File: src/rtl/rv_lsu_bus_ctrl.sv
// rtl/rv_lsu_bus_ctrl.sv - load/store bus controller: lane steering, valid/ready transaction, stall, read alignment.
// Optional feature: define RV_LSU_MISALIGN_TRAP_EN to abort misaligned accesses without touching the bus.
module rv_lsu_bus_ctrl #(
    parameter int TIMEOUT_CYCLES = 255
) (
    input  logic        i_clk,
    input  logic        i_rst,
    input  logic        i_req_valid,
    input  logic        i_req_we,
    input  logic [31:0] i_req_addr,
    input  logic [31:0] i_req_wdata,
    input  logic [2:0]  i_funct3,
    output logic        o_stall,
    output logic        o_rsp_valid,
    output logic [31:0] o_rsp_rdata,
    output logic        o_err,
    output logic        o_bus_valid,
    output logic        o_bus_we,
    output logic [31:0] o_bus_addr,
    output logic [31:0] o_bus_wdata,
    output logic [3:0]  o_bus_be,
    input  logic        i_bus_ready,
    input  logic [31:0] i_bus_rdata
);

    typedef enum logic [1:0] {
        ST_IDLE = 2'd0,
        ST_BUS  = 2'd1,
        ST_DONE = 2'd2
    } state_t;

    localparam bit         LP_TO_EN   = (TIMEOUT_CYCLES != 0);
    localparam logic [7:0] LP_TO_LAST = 8'(TIMEOUT_CYCLES - 1);

    state_t      r_state;
    state_t      w_state_nxt;

    logic        r_we;
    logic [31:0] r_addr;
    logic [31:0] r_wdata;
    logic [3:0]  r_be;
    logic [1:0]  r_off_eff;
    logic [7:0]  r_cnt;
    logic [31:0] r_rdata;
    logic        r_err;

    logic [1:0]  w_size;
    logic [1:0]  w_off;
    logic [3:0]  w_be;
    logic [31:0] w_wdata;
    logic [1:0]  w_off_eff;
    logic [31:0] w_rdata_aligned;
    logic        w_trap_req;
    logic        w_accept;
    logic        w_trap;
    logic        w_bus_done;
    logic        w_timeout;
    logic        w_unused;

    assign w_size   = i_funct3[1:0];
    assign w_off    = i_req_addr[1:0];
    assign w_unused = i_funct3[2];

    // Lane steering; size code 11 falls through to word handling.
    always_comb begin
        w_be      = 4'b1111;
        w_wdata   = i_req_wdata;
        w_off_eff = 2'b00;
        case (w_size)
            2'b00: begin
                w_be      = 4'b0001 << w_off;
                w_wdata   = {4{i_req_wdata[7:0]}};
                w_off_eff = w_off;
            end
            2'b01: begin
                w_be      = 4'b0011 << {w_off[1], 1'b0};
                w_wdata   = {2{i_req_wdata[15:0]}};
                w_off_eff = {w_off[1], 1'b0};
            end
            default: begin
                w_be      = 4'b1111;
                w_wdata   = i_req_wdata;
                w_off_eff = 2'b00;
            end
        endcase
    end

`ifdef RV_LSU_MISALIGN_TRAP_EN
    assign w_trap_req = (w_size == 2'b00) ? 1'b0 :
                        (w_size == 2'b01) ? w_off[0] :
                                            (w_off != 2'b00);
`else
    assign w_trap_req = 1'b0;
`endif

    assign w_rdata_aligned = i_bus_rdata >> {r_off_eff, 3'b000};

    always_ff @(posedge i_clk or posedge i_rst) begin
        if (i_rst) begin
            r_state <= ST_IDLE;
        end else begin
            r_state <= w_state_nxt;
        end
    end

    always_comb begin
        w_state_nxt = r_state;
        w_accept    = 1'b0;
        w_trap      = 1'b0;
        w_bus_done  = 1'b0;
        w_timeout   = 1'b0;
        case (r_state)
            ST_IDLE: begin
                if (i_req_valid) begin
                    if (w_trap_req) begin
                        w_trap      = 1'b1;
                        w_state_nxt = ST_DONE;
                    end else begin
                        w_accept    = 1'b1;
                        w_state_nxt = ST_BUS;
                    end
                end
            end
            ST_BUS: begin
                if (i_bus_ready) begin
                    w_bus_done  = 1'b1;
                    w_state_nxt = ST_DONE;
                end else if (LP_TO_EN && (r_cnt == LP_TO_LAST)) begin
                    w_timeout   = 1'b1;
                    w_state_nxt = ST_DONE;
                end
            end
            ST_DONE: begin
                w_state_nxt = ST_IDLE;
            end
            default: begin
                w_state_nxt = ST_IDLE;
            end
        endcase
    end

    // Request latch, wait counter and response capture.
    always_ff @(posedge i_clk or posedge i_rst) begin
        if (i_rst) begin
            r_we      <= 1'b0;
            r_addr    <= 32'd0;
            r_wdata   <= 32'd0;
            r_be      <= 4'd0;
            r_off_eff <= 2'd0;
            r_cnt     <= 8'd0;
            r_rdata   <= 32'd0;
            r_err     <= 1'b0;
        end else begin
            if (w_accept) begin
                r_we      <= i_req_we;
                r_addr    <= {i_req_addr[31:2], 2'b00};
                r_wdata   <= w_wdata;
                r_be      <= w_be;
                r_off_eff <= w_off_eff;
                r_cnt     <= 8'd0;
            end else if (r_state == ST_BUS) begin
                r_cnt <= r_cnt + 8'd1;
            end

            if (w_trap || w_timeout) begin
                r_err   <= 1'b1;
                r_rdata <= 32'd0;
            end else if (w_bus_done) begin
                r_err   <= 1'b0;
                r_rdata <= r_we ? 32'd0 : w_rdata_aligned;
            end
        end
    end

    assign o_stall     = ((r_state == ST_IDLE) && i_req_valid) || (r_state == ST_BUS);
    assign o_bus_valid = (r_state == ST_BUS);
    assign o_rsp_valid = (r_state == ST_DONE);
    assign o_rsp_rdata = r_rdata;
    assign o_err       = r_err;
    assign o_bus_we    = r_we;
    assign o_bus_addr  = r_addr;
    assign o_bus_wdata = r_wdata;
    assign o_bus_be    = r_be;

endmodule

File: config.mk
export PLATFORM = sky130hd
export DESIGN_NAME = rv_lsu_bus_ctrl
export DESIGN_NICKNAME = d
export VERILOG_FILES = /design/src/rtl/rv_lsu_bus_ctrl.sv
export SDC_FILE = /design/constraint.sdc
export NUM_CORES = 1
export LEC_CHECK = 0
export CAP_MARGIN = 40
export CORE_MARGIN = 2
export CORE_UTILIZATION = 40
export CTS_BUF_LIST = sky130_fd_sc_hd__clkbuf_4 sky130_fd_sc_hd__clkbuf_8
export CTS_CLUSTER_DIAMETER = 100
export DETAILED_ROUTE_END_ITERATION = 10
export DONT_BUFFER_PORTS = 1
export MAX_ROUTING_LAYER = met4
export SYNTH_ARGS = -nofsm -noshare
export SYNTH_HDL_FRONTEND = slang
export SYNTH_SLANG_ARGS = --single-unit
File: constraint.sdc
create_clock -name i_clk -period 5.1 [get_ports i_clk]
set_clock_uncertainty 0.15 [all_clocks]
set_input_delay 0.765 -clock i_clk [delete_from_list [all_inputs] [get_ports i_clk]]
set_output_delay 0.765 -clock i_clk [all_outputs]
set_load 0.02 [all_outputs]
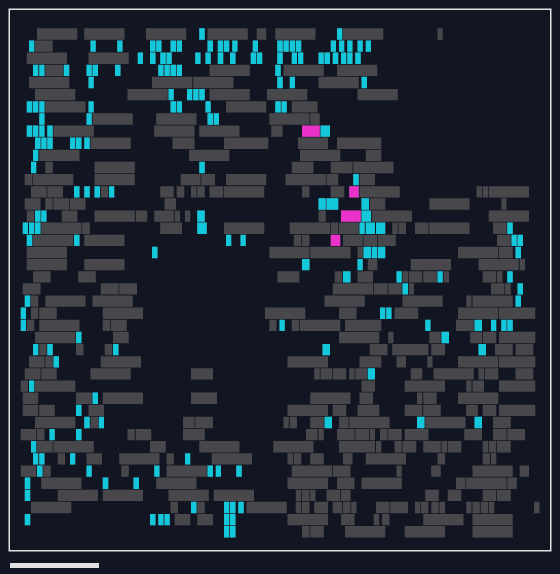
*Logic cells by family*
Bar = 20 um.
magenta -> AND and OR gates  # cells 4
cyan -> NAND gates  # cells 185, where spread over the die
Comb area share: 0.3993
Top cell excl fill/tap: nand2_1
Final Non-Filler Cells: 718

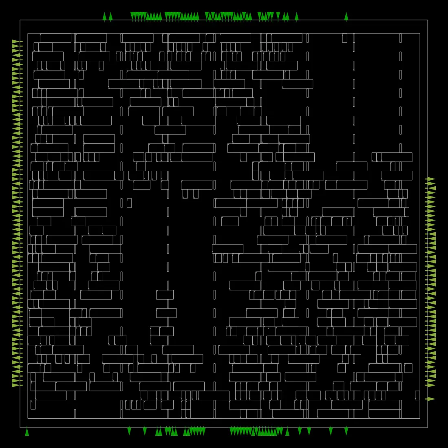
*Cell placement*
flop share of the area: 0.4835
Tapcells: 176

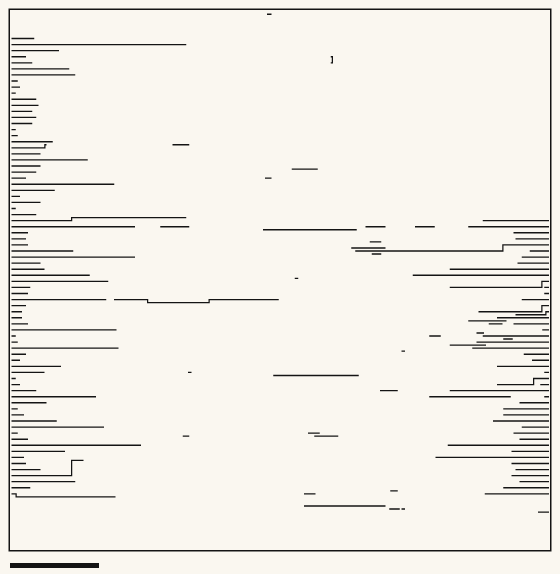
*The metal 3 layer*
Bar = 20 um.
share of all routed wire = 10%
nets with wire on the layer = 141
main direction = horizontal
wire length on this layer = 1390 um
routed vias: 3977
Routed WL: 13970 um
grt met3 use: 0.06532

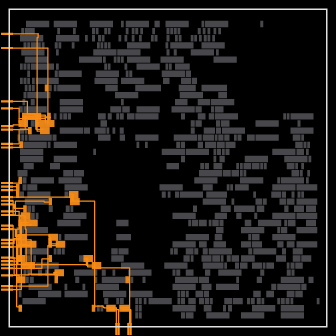
*Wires at chosen ports, followed through buffers*
orange -> i_req_wdata  # direction input, end cells 40, buffers 0, wire 735 um
Ports: 209
# port buffers: 0

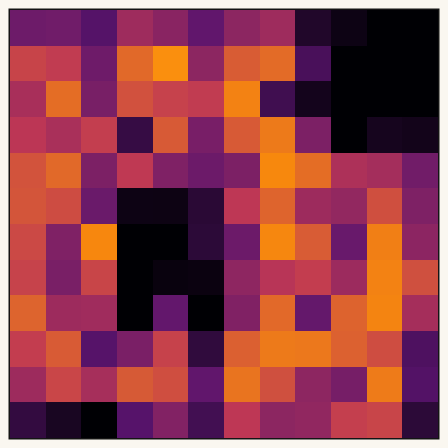
*Cell area per tile*
12 x 12 tiles, from black (low) to pale yellow (high), 0 to 100% covered.
mean over tiles = 38%
emptiest ninth of the die = north-east
nearly empty tiles = 10%
tiles over 75% full = 0.70%
Core Box Area: 13300 um^2
Floorplan Utilization: 0.4116
Finished Core Util: 0.4360

==> results_dict.tcl <==
# yosys + openroad results
set metrics [dict create \
    p_int_mw 1.780 \
    ff_type "dfrtp_1" \
    cp_top_family "simple AND/OR/NAND/NOR gates" \
    p_clk_frac 0.164 \
    nNonClkInverters 37 \
    regArea_um2 2803 \
    synth-async-reset-ratio 1.000 \
    cts-root-buf "clkbuf_8" \
    grt_max_degree 67 \
    ys_sh_adder 0.004572 \
    buffers_excl_clock 8 \
    tritoncts "done" \
    die_w_um 121.0 \
    ys.flops 112 \
    drc_errors 0 \
    syn-cell-area_um2 5473 \
    place_hpwl_um 9906 \
    m1WireLength_um 5486 \
    fp.dieH_um 121.0 \
    synth.logic.top_family "simple AND/OR/NAND/NOR gates" \
    synth.top_cells.by_count "164 x nand2_1, 112 x dfrtp_1, 46 x o21ai_0" \
    grt_antenna_before_repair 0 \
    maxCapViolations 0 \
    fin_crit_ns 2.785 \
    switchingPower_mw 1.568 \
    comb_cells 369 \
    worstPathMaxFanout 66 \
    combPwrFrac 0.223 \
    synthesis.instances 558 \
    drt_pass1_iterations 4 \
    finalHoldViolCount 0 \
    overflow 0 \
    simple_gate_share 0.1589 \
    reg2regPathDepth 3 \
    syn2layout_area_growth_pct 5.921 \
    synth_cell_types 42 \
    synth.largest_area_cell "dfrtp_1" \
    topCellsByArea "dfrtp_1 51%, nand2_1 11%, mux2i_1 5.1%" \
    wl_met3_um 1389 \
    mux_area_frac 0.1335 \
    status "completed" \
    clkCellAreaFrac 0.03497 \
    grt_setup_unrepaired "no" \
    buffer_area_frac 0.01986 \
    crit_end "o_stall" \
    clock_sinks 112 \
    ir_drop_mv 0.2536 \
    pg_seq_mw 2.05 \
    finalWorstSetupSlack_ns 2.315 \
    r2r_slack_ns 2.85 \
    setup.worst_path.start "r_state[1]" \
    htree_levels 3 \
    setup_viol 0 \
    critPathLaunchType "flop" \
    hold_buffers 0 \
    synthAoiAreaFrac 0.1230 \
    drive_gt1_frac 0.1162 \
    clock_path_buffers 2 \
    worstPathArrival_ns 1.87 \
    yosysWarningCount 0 \
    post_dp_cell_area_um2 5594 \
    wl_met2_um 6864 \
    top_power_group "registers" \
    slew_headroom 0.4402 \
    nClkBuffers 9 \
    cp.depth 3 \
    final_cell_mix "164 x nand2_1, 112 x dfrtp_1, 46 x o21ai_0, 35 x inv_1, 28 x mux2i_1" \
    num_rows 42 \
    clk_latency_ns 0.37 \
    worstSetupPathType "reg2out" \
    drtIter0Drc 229 \
    timing.rr.start "r_state[1]" \
    top_cell_area_share 0.5121 \
    p_leak_nw 2.690 \
    busiest_layer "met2" \
    seq_cells 112 \
    post_cts.repair.setup_buffers 0 \
    ctsResizeCount 0 \
    worst_pin_slew_ns 0.8398 \
    cpPeakStageDelay_ns 0.57 \
    power_frac_seq 0.614 \
    rr_endpoint "o_bus_wdata[29]" \
    comb_area_um2 2315 \
    ant_nets 0 \
    synth-xor-area-share 0 \
    p_comb_uw 746 \
    yosys_area_um2 5473 \
    warning_count 28 \
    cp_cell_sequence "or3b_4 -> buf_16 -> nand2_1" \
    nets 643 \
    total_power_mw 3.347 \
    place.gp.congestion 0.8377 \
    fmax_mhz 359.1 \
    yosysMostFrequentCell "nand2_1" \
    finalMaxSlewViolations 0 \
    final_area_um2 5797 \
    critPathSlowestCell "or3b_4" \
    grt.total_usage 0.1945 \
]
